===== src/rtl/div_share_sched_pkg.sv =====
// Shared types and constants for the shared-divider scheduler.
// Holds the FSM state enum, the response record and the id-width helper.
package div_sched_pkg;

    localparam int DATA_W = 32;

    // Quotient reported for a divide-by-zero answered without the divider
    localparam logic [DATA_W-1:0] ZERO_BYPASS_Q = 32'hFFFF_FFFF;

    typedef enum logic [1:0] {
        IDLE   = 2'd0,
        LAUNCH = 2'd1,
        BUSY   = 2'd2,
        RESP   = 2'd3
    } state_e;

    typedef struct packed {
        logic [DATA_W-1:0] q;
        logic [DATA_W-1:0] r;
        logic              err;
    } resp_t;

    // Width needed to encode n distinct values, never less than one bit
    function automatic int clog2(input int n);
        int w;
        w = 0;
        while ((1 << w) < n) w++;
        return (w < 1) ? 1 : w;
    endfunction

endpackage


===== src/rtl/div_share_sched_if.sv =====
// Client and divider bus of the shared-divider scheduler.
// slave = scheduler side, master = clients plus divider instance.
interface div_share_sched_if #(
    parameter int N = 2
);
    import div_sched_pkg::*;

    logic [N-1:0]        req_valid;
    logic [N-1:0]        req_ready;
    logic [N*DATA_W-1:0] req_dvnd;
    logic [N*DATA_W-1:0] req_dvsr;
    logic [N-1:0]        resp_valid;
    logic [N-1:0]        resp_ack;
    logic [DATA_W-1:0]   resp_q;
    logic [DATA_W-1:0]   resp_r;
    logic                resp_err;
    logic                div_run;
    logic [DATA_W-1:0]   div_dvnd;
    logic [DATA_W-1:0]   div_dvsr;
    logic                div_rdy;
    logic [DATA_W-1:0]   div_q;
    logic [DATA_W-1:0]   div_r;
    logic                busy;

    modport slave (
        input  req_valid, req_dvnd, req_dvsr, resp_ack, div_rdy, div_q, div_r,
        output req_ready, resp_valid, resp_q, resp_r, resp_err,
               div_run, div_dvnd, div_dvsr, busy
    );

    modport master (
        output req_valid, req_dvnd, req_dvsr, resp_ack, div_rdy, div_q, div_r,
        input  req_ready, resp_valid, resp_q, resp_r, resp_err,
               div_run, div_dvnd, div_dvsr, busy
    );

endinterface


===== src/rtl/div_share_sched_rr_arbiter.sv =====
// Combinational round-robin arbiter: search starts at ptr and wraps,
// first requester found wins (one-hot grant plus encoded id).
module rr_arbiter
    import div_sched_pkg::*;
#(
    parameter int N   = 2,
    parameter int IDW = clog2(N)
) (
    input  logic [N-1:0]   req,
    input  logic [IDW-1:0] ptr,
    output logic [N-1:0]   gnt,
    output logic [IDW-1:0] gnt_id,
    output logic           any
);

    always_comb begin : p_arb
        int idx;
        gnt    = '0;
        gnt_id = '0;
        any    = 1'b0;
        idx    = 0;
        for (int k = 0; k < N; k++) begin
            idx = int'(ptr) + k;
            if (idx >= N) idx = idx - N;
            if (!any && req[IDW'(idx)]) begin
                any              = 1'b1;
                gnt[IDW'(idx)]   = 1'b1;
                gnt_id           = IDW'(idx);
            end
        end
    end

endmodule


===== src/rtl/div_share_sched.sv =====
// Shares one iterative divider among N requesters with round-robin grant and a BUSY watchdog.
// Optional: DIV_SCHED_ZERO_BYPASS_EN answers dvsr==0 locally without starting the divider.
module div_share_sched
    import div_sched_pkg::*;
#(
    parameter int N       = 2,
    parameter int TIMEOUT = 64
) (
    input  logic             clk,
    input  logic             rst,
    div_share_sched_if.slave bus
);

    localparam int IDW = clog2(N);
    localparam int CW  = clog2(TIMEOUT);

    state_e            state_q, state_d;
    logic [IDW-1:0]    ptr_q, ptr_d;
    logic [IDW-1:0]    owner_q, owner_d;
    logic [DATA_W-1:0] dvnd_q, dvnd_d;
    logic [DATA_W-1:0] dvsr_q, dvsr_d;
    resp_t             rsp_q, rsp_d;
    logic [N-1:0]      rvld_q, rvld_d;
    logic              run_q, run_d;
    logic              busy_q, busy_d;
    logic [CW-1:0]     cnt_q, cnt_d;

    logic [N-1:0]      gnt;
    logic [IDW-1:0]    gnt_id;
    logic              gnt_any;
    logic [N-1:0]      owner_oh;
    logic [DATA_W-1:0] dvnd_arr [N];
    logic [DATA_W-1:0] dvsr_arr [N];
    logic [DATA_W-1:0] dvnd_sel, dvsr_sel;

    for (genvar i = 0; i < N; i++) begin : g_slice
        assign dvnd_arr[i] = bus.req_dvnd[i*DATA_W +: DATA_W];
        assign dvsr_arr[i] = bus.req_dvsr[i*DATA_W +: DATA_W];
    end

    assign dvnd_sel = dvnd_arr[gnt_id];
    assign dvsr_sel = dvsr_arr[gnt_id];
    assign owner_oh = N'(1) << owner_q;

    rr_arbiter #(.N(N)) u_arb (
        .req    (bus.req_valid),
        .ptr    (ptr_q),
        .gnt    (gnt),
        .gnt_id (gnt_id),
        .any    (gnt_any)
    );

    // Grant is combinational in IDLE and forced low while reset is held
    assign bus.req_ready = (state_q == IDLE && !rst) ? gnt : '0;

    always_comb begin
        state_d = state_q;
        ptr_d   = ptr_q;
        owner_d = owner_q;
        dvnd_d  = dvnd_q;
        dvsr_d  = dvsr_q;
        rsp_d   = rsp_q;
        rvld_d  = rvld_q;
        run_d   = 1'b0;
        busy_d  = busy_q;
        cnt_d   = cnt_q;
        unique case (state_q)
            IDLE: begin
                if (gnt_any) begin
                    owner_d = gnt_id;
                    dvnd_d  = dvnd_sel;
                    dvsr_d  = dvsr_sel;
                    busy_d  = 1'b1;
`ifdef DIV_SCHED_ZERO_BYPASS_EN
                    if (dvsr_sel == '0) begin
                        rsp_d   = '{q: ZERO_BYPASS_Q, r: dvnd_sel, err: 1'b0};
                        rvld_d  = gnt;
                        state_d = RESP;
                    end else begin
                        run_d   = 1'b1;
                        state_d = LAUNCH;
                    end
`else
                    run_d   = 1'b1;
                    state_d = LAUNCH;
`endif
                end
            end
            LAUNCH: begin
                cnt_d   = '0;
                state_d = BUSY;
            end
            BUSY: begin
                // A real result in the last watchdog cycle still wins
                if (bus.div_rdy) begin
                    rsp_d   = '{q: bus.div_q, r: bus.div_r, err: 1'b0};
                    rvld_d  = owner_oh;
                    state_d = RESP;
                end else if (cnt_q == CW'(TIMEOUT - 1)) begin
                    rsp_d   = '{q: '0, r: '0, err: 1'b1};
                    rvld_d  = owner_oh;
                    state_d = RESP;
                end else begin
                    cnt_d = cnt_q + 1'b1;
                end
            end
            RESP: begin
                if (bus.resp_ack[owner_q]) begin
                    rvld_d  = '0;
                    busy_d  = 1'b0;
                    ptr_d   = (owner_q == IDW'(N - 1)) ? '0 : owner_q + 1'b1;
                    state_d = IDLE;
                end
            end
            default: state_d = IDLE;
        endcase
    end

    always_ff @(posedge clk or posedge rst) begin
        if (rst) begin
            state_q <= IDLE;
            ptr_q   <= '0;
            owner_q <= '0;
            dvnd_q  <= '0;
            dvsr_q  <= '0;
            rsp_q   <= '0;
            rvld_q  <= '0;
            run_q   <= 1'b0;
            busy_q  <= 1'b0;
            cnt_q   <= '0;
        end else begin
            state_q <= state_d;
            ptr_q   <= ptr_d;
            owner_q <= owner_d;
            dvnd_q  <= dvnd_d;
            dvsr_q  <= dvsr_d;
            rsp_q   <= rsp_d;
            rvld_q  <= rvld_d;
            run_q   <= run_d;
            busy_q  <= busy_d;
            cnt_q   <= cnt_d;
        end
    end

    assign bus.resp_valid = rvld_q;
    assign bus.resp_q     = rsp_q.q;
    assign bus.resp_r     = rsp_q.r;
    assign bus.resp_err   = rsp_q.err;
    assign bus.div_run    = run_q;
    assign bus.div_dvnd   = dvnd_q;
    assign bus.div_dvsr   = dvsr_q;
    assign bus.busy       = busy_q;

endmodule


===== src/flat_wrapper.sv =====
// flat-port wrapper written by rule: the top's interface ports become plain ports
module div_share_sched_flat import div_sched_pkg::*;
#(
    parameter int N       = 2,
    parameter int TIMEOUT = 64
)
  (clk, rst, bus_req_valid, bus_req_dvnd, bus_req_dvsr, bus_resp_ack, bus_div_rdy, bus_div_q, bus_div_r, bus_req_ready, bus_resp_valid, bus_resp_q, bus_resp_r, bus_resp_err, bus_div_run, bus_div_dvnd, bus_div_dvsr, bus_busy);
  div_share_sched_if #(.N(N)) bus_i ();
  input  logic clk;
  input  logic rst;
  input wire logic [$bits(bus_i.req_valid)-1:0] bus_req_valid;
  input wire logic [$bits(bus_i.req_dvnd)-1:0] bus_req_dvnd;
  input wire logic [$bits(bus_i.req_dvsr)-1:0] bus_req_dvsr;
  input wire logic [$bits(bus_i.resp_ack)-1:0] bus_resp_ack;
  input wire logic [$bits(bus_i.div_rdy)-1:0] bus_div_rdy;
  input wire logic [$bits(bus_i.div_q)-1:0] bus_div_q;
  input wire logic [$bits(bus_i.div_r)-1:0] bus_div_r;
  output wire logic [$bits(bus_i.req_ready)-1:0] bus_req_ready;
  output wire logic [$bits(bus_i.resp_valid)-1:0] bus_resp_valid;
  output wire logic [$bits(bus_i.resp_q)-1:0] bus_resp_q;
  output wire logic [$bits(bus_i.resp_r)-1:0] bus_resp_r;
  output wire logic [$bits(bus_i.resp_err)-1:0] bus_resp_err;
  output wire logic [$bits(bus_i.div_run)-1:0] bus_div_run;
  output wire logic [$bits(bus_i.div_dvnd)-1:0] bus_div_dvnd;
  output wire logic [$bits(bus_i.div_dvsr)-1:0] bus_div_dvsr;
  output wire logic [$bits(bus_i.busy)-1:0] bus_busy;
  assign bus_i.req_valid = bus_req_valid;
  assign bus_i.req_dvnd = bus_req_dvnd;
  assign bus_i.req_dvsr = bus_req_dvsr;
  assign bus_i.resp_ack = bus_resp_ack;
  assign bus_i.div_rdy = bus_div_rdy;
  assign bus_i.div_q = bus_div_q;
  assign bus_i.div_r = bus_div_r;
  assign bus_req_ready = bus_i.req_ready;
  assign bus_resp_valid = bus_i.resp_valid;
  assign bus_resp_q = bus_i.resp_q;
  assign bus_resp_r = bus_i.resp_r;
  assign bus_resp_err = bus_i.resp_err;
  assign bus_div_run = bus_i.div_run;
  assign bus_div_dvnd = bus_i.div_dvnd;
  assign bus_div_dvsr = bus_i.div_dvsr;
  assign bus_busy = bus_i.busy;
  div_share_sched #(.N(N), .TIMEOUT(TIMEOUT)) u_core (.clk(clk), .rst(rst), .bus(bus_i));
endmodule

===== config.mk =====
export PLATFORM = sky130hd
export DESIGN_NAME = div_share_sched_flat
export DESIGN_NICKNAME = d
export VERILOG_FILES = /design/src/rtl/div_share_sched_pkg.sv /design/src/rtl/div_share_sched_if.sv /design/src/rtl/div_share_sched_rr_arbiter.sv /design/src/rtl/div_share_sched.sv /design/src/flat_wrapper.sv
export SDC_FILE = /design/constraint.sdc
export NUM_CORES = 1
export LEC_CHECK = 0
export ABC_AREA = 1
export CAP_MARGIN = 20
export CORE_ASPECT_RATIO = 1.75
export CORE_MARGIN = 8
export CORE_UTILIZATION = 40
export DETAILED_ROUTE_END_ITERATION = 10
export GPL_ROUTABILITY_DRIVEN = 0
export HOLD_SLACK_MARGIN = 0.03
export PLACE_DENSITY = 0.91
export SYNTH_ARGS = -nofsm -noshare
export SYNTH_HDL_FRONTEND = slang
export SYNTH_SLANG_ARGS = --single-unit

===== constraint.sdc =====
create_clock -name clk -period 5.15 [get_ports clk]
set_clock_uncertainty 0.05 [all_clocks]
set_input_delay 0.7725 -clock clk [delete_from_list [all_inputs] [get_ports clk]]
set_output_delay 0.7725 -clock clk [all_outputs]
set_load 0.005 [all_outputs]

### Sequential cells grouped by signal name

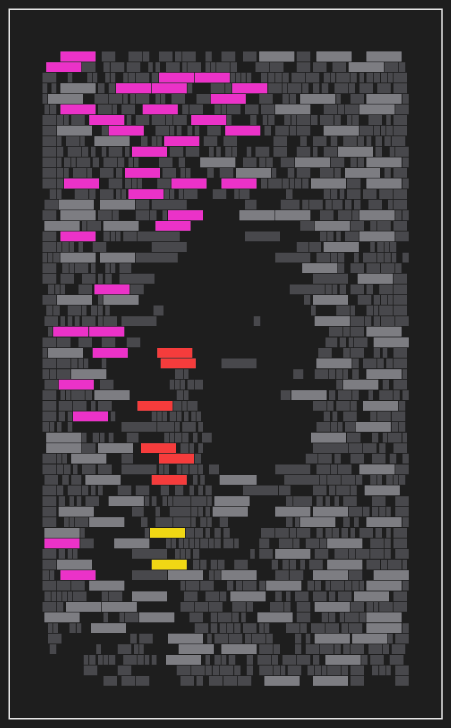
Magenta shows u_core.bus.resp_q, flops 32. Yellow shows u_core.state_q, flops 2. Red shows u_core.cnt_q, flops 6.
Another 103 sequential cells are not coloured.

### Clock distribution

The bar under the picture is 20 µm long.
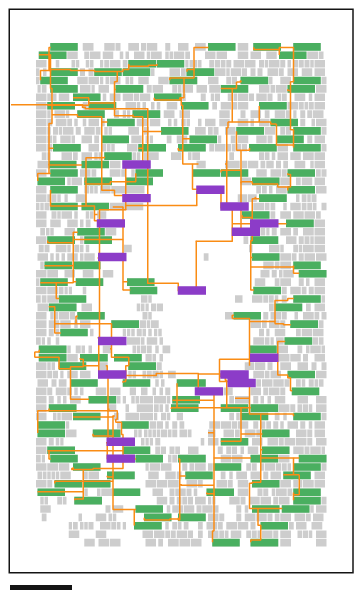
Purple shows cells driving clock nets, count 17. Green shows flip-flops, count 143. Orange shows clock wires, length 1910 µm.
Position of the flops: widely spread.
Clk pwr share: 22.8%
Clock Power: 1250 µW

==> impl_metrics.yaml <==
# yosys + openroad results
timing:
  finalSetupViolCount: 0
  fin_setup_tns_ns: 0
  post-route-min-period_ns: 3.21
  relSlewSlack_pct: 36.4
critical_path:
  r2r_start: "u_core.state_q[0]"
die:
  fp.dieH_um: 182
  ios: 334
  dieArea_um2: 20200
grt:
  grt_pass1_vias: 6717
  grt-ovfl-total: 0
  grt_use_total_pct: 22.1
pwr:
  ir_worst_vdd_mv: 0.287
finish:
  lay_top_cells: "clkdlybuf4s50_1 (329), nand2_1 (228), dfrtp_1 (142)"
min_path:
  hp-start: "u_core.bus.resp_r[23]"
  hold_depth: 2
clock_tree:
  clkSinkCount: 143
  cts_root_buf: "clkbuf_16"
synthesis:
  ys_cells: 742
  ys_sh_mux_pct: 0
  yosys.area_share.simple_pct: 21.0
  syn_inst: 742
status:
  outcome: "finished, final reports clean"
routing:
  wire_per_inst_um: 18.6
### Gate families picked out

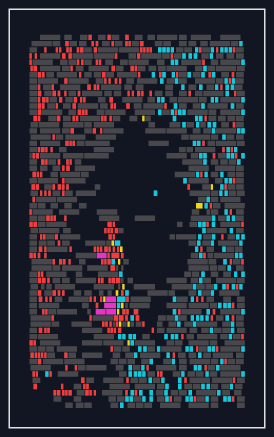
Magenta shows adder and majority cells, cells 5, most used ha_1. Cyan shows inverting AOI/OAI gates, cells 202, most used o21ai_0. Yellow shows inverters, cells 14, most used inv_1. Red shows NAND gates, cells 307, most used nand2_1, where widely spread.

### Placement by cell class

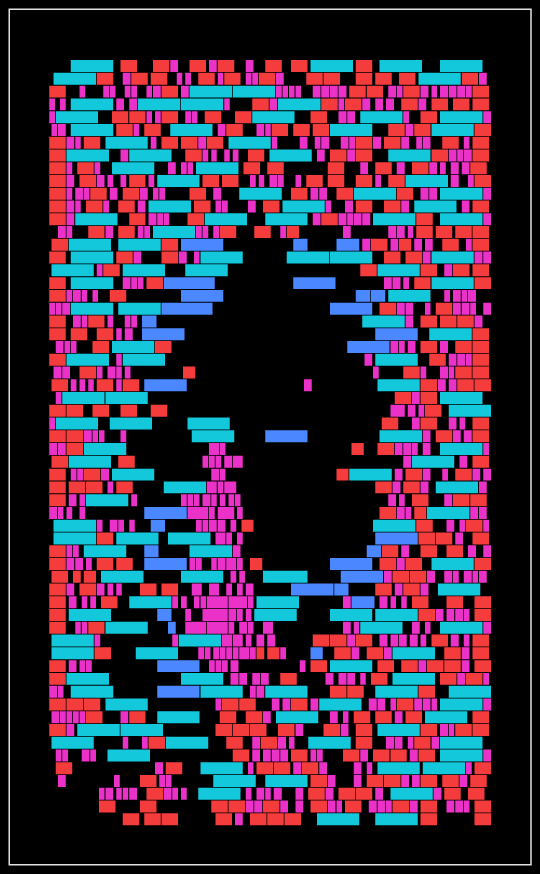
Blue shows clock drivers and dummy loads, cells 32. Magenta shows all other logic, cells 541. Red shows other buffers and delay cells, cells 341. Cyan shows flip-flops, cells 143.
Placement Rows: 60
Final Cell Area: 10300 µm²
post-layout util: 66.7%

registers in the layout, summed over array words and instances (netlist names), 2 cells and up:
| register | cells |
|---|---|
| u_core.bus.resp_q | 32 |
| u_core.bus.div_dvnd | 32 |
| u_core.cnt_q | 6 |
| u_core.state_q | 2 |
| u_core.bus.div_dvsr | 32 |
| u_core.bus.resp_r | 32 |
| u_core.bus.resp_valid | 2 |
critical path, cell delays in order (launching register included):
cell             delay, ns
dfrtp_1               0.41
inv_1                 0.10
ha_1                  0.22
nand2_2               0.39
nor3_1                0.29
clkdlybuf4s50_1       0.56
cell type report:
type | instances | area (µm²)
clock inverters | 13 | 151
flip-flops and latches | 143 | 3580
multi-input cells | 527 | 2410
inverters | 14 | 57.6
well taps | 186 | 233
fillers | 1183 | 5120
diodes | 1 | 2.50
clock buffers | 19 | 453
repair buffers | 341 | 3380
logic make-up after synthesis:
| kind of cell | after synthesis |
|---|---|
| AND/OR/NAND/NOR | 319 |
| other | 1 |
| flip-flops | 143 |
| buffers and inverters | 72 |
| AND-OR/OR-AND | 202 |
| adder cells (fa/ha/maj) | 5 |
synth_stat cells:
master    number  area share (%)
buf_1          7            0.42
o21ai_1        5            0.40
or2_2          5            0.50
buf_2         11            0.87
nand3_2        1            0.16
nand4_1        3            0.30
ha_1           5            0.99
nand2_1      229              14
o21bai_1       1            0.12
clkbuf_1      36             2.1
o21bai_2       1            0.18
inv_1         14            0.83
buf_4          1            0.12
nand2_2        2            0.20
conb_1         1           0.060
nand3_1       72             5.7
o21ai_0      128              10
dfrtp_1      143              57
buf_6          3            0.54
nor3_1         1           0.079
a21oi_1       67             5.3
nor2_1         6            0.36
routing by layer:
layer	wire (µm)	GRT usage [%]
met1	8630	23.9
met2	11800	38.6
met3	1930	7.03
met4	738	9.73
met5	0	0
Power is estimated from default activity; no workload was simulated.
